Design sram_port_arbiter, sky130hd; sources not shown.
Figure 1. Wiring by layer.
Only two layers are drawn.
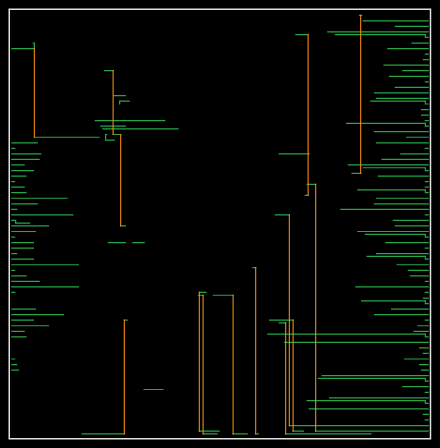
green -> M3  # wire length 1190 um
orange -> M4  # wire length 475 um
final wirelength: 12.9 mm
WL/cell: 15.5 um
DR vias: 3793
GRT Util Overall: 0.226

Figure 2. The metal 4 layer.
The bar under the picture is 20 um long.
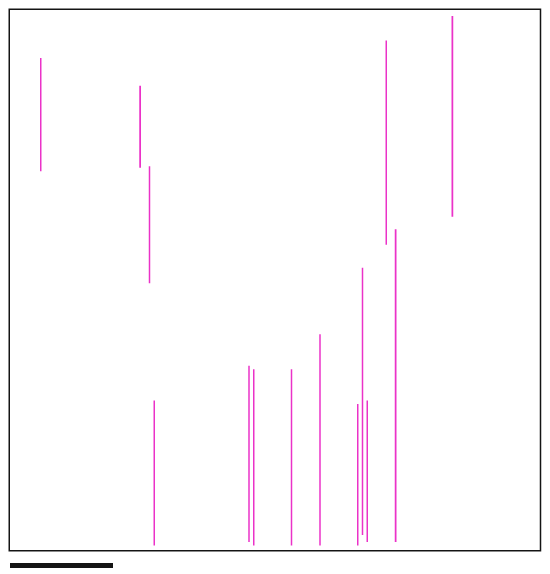
main direction = vertical
share of all routed wire = 3.7%
nets with wire on the layer = 13

==> summary.txt <==
fresh numbers from the pnr run: # Cells Yosys 445, Reg power frac 0.232, synth cell count leaders nand2_1, nor2_1, inv_1, setup tns final -13.06 ns, total power 1.68 mW, yosys aoi share 0.175, Die H 105 um, Synth Instances 445, Worst-Margin Slew 0.527 ns, CP endpoint kind output port, CORE AREA 9200 um2, Pre-Place Util 0.247, power in combinational cells 0.682 mW, Clk pwr share 0.362, worst skew pair latency 0.36 ns, vias per cell 4.54, clk pwr 0.606 mW, HP Class input port to flop, flops & latches, synth 17, Mux cell area share 0, post-layout util 0.631, Top logic family simple AND/OR/NAND/NOR gates, cell taking the most area after synthesis nand2_1, clock slew at reported path FFs 0.06 ns, # setup viols final 50, run status complete, but fails checks, Crit path required time 1.44 ns, Synth Area per Inst 5.10 um2, yosys synthesis chip area 2270 um2, CTS tree done, R2R depth 8, yosys adder share 0.00552, synth warn 0, Design Area, Final 5810 um2, Post-synth EDFFs 0, Sw Pwr 0.566 mW, R2R Setup Slk 0.42 ns, grt ovf 0, Die W 103 um, Flop+latch power 0.388 mW, Clock Skews 0.00286 ns, Starting DRT DRC Count 108, Slew HR 0.650, DRC viols 0, max reg flops 12, initial antenna violation count 1, Final Worst Setup Slack -0.310 ns, maxcap violations 0, pin count of the biggest net entering global routing 11, tool warning count 31, Finished Layout Cells 836, Post-synth seq share 0.150, Tmin final 2.11 ns, maximum fanout along the worst path 6, Peak VDD IR 619 uV, Crit Path Category flop to output port, Cell Area, Synth 2270 um2, Net Sw Frac 0.338, Synth Area in Simple Gates 0.458, DR pass1 iterations 4, IO Count 258, layout cells sized above 1 0.420, Final Hold Viols 0, Hold Path Stages 4, CP Launch Type flop, combinational power share 0.407, detailed placement HPWL 10.5 mm, failing checks setup timing, Max-area cell share 0.228, Synth Flop Type dfxtp_1, RSZ-0062 raised after global routing yes, PortBufs 253, period utilization 1.17, ANT nets after route 0
cell type report:
| type | count | area (um2) | share of cell area |
|---|---|---|---|
| multi-input combinational | 325 | 2030 | 0.350 |
| inverter | 75 | 282 | 0.0485 |
| tap | 111 | 139 | 0.0239 |
| sequential | 17 | 343 | 0.0591 |
| clock buffer | 8 | 93.8 | 0.0162 |
| buffer | 30 | 308 | 0.0530 |
| antenna | 1 | 2.50 | 0.000431 |
| timing repair buffer | 269 | 2610 | 0.449 |
metal layers:
layer	vias to the layer above	part of all wire	global-route usage
met5	-	0	0
met4	0	0.037	0.0833
met3	28	0.092	0.0601
met2	157	0.51	0.414
met1	1713	0.36	0.241
li1	1895	-	-
placed cells by master, fill, tap and decap left out, types with 2 or more instances in the layout:
master           instances
nand3_1                 12
nand3_4                  4
nand2_2                 17
dfxtp_2                  2
nand4_1                  4
a21oi_4                 31
inv_2                    6
buf_6                   39
o21ai_0                 10
clkbuf_4                27
dfxtp_1                 15
buf_16                   4
buf_4                   31
conb_1                   3
dlygate4sd2_1            3
nand3_2                  7
buf_2                   38
o21ai_2                  2
clkbuf_8                 6
a21oi_1                 17
nand2_1                119
clkdlybuf4s15_2          6
nor3_1                   4
nor2_4                   2
buf_8                   12
clkbuf_1                 3
nor2_2                  59
inv_1                   69
clkdlybuf4s50_1        130
nor2_1                  29
nand2_4                  2
buf_12                   7
worst max-delay path: stages, from the launching register on:
cell and delay, ns:
dfxtp_2 0.35, inv_2 0.05, a21oi_4 0.23, nand2_2 0.12
nand4_4 0.13, buf_12 0.15, clkbuf_16 0.17, a21oi_4 0.04
buf_8 0.15
timing repair:
action                     4_1_cts  5_1_grt
hold endpoints to repair         0        0
buffers inserted                11        3
pin swaps                       15        4
cloned                           3        1
resized                        744       66
setup endpoints to repair      121       83
No activity file was given, so power comes from the tool's default toggle rates.
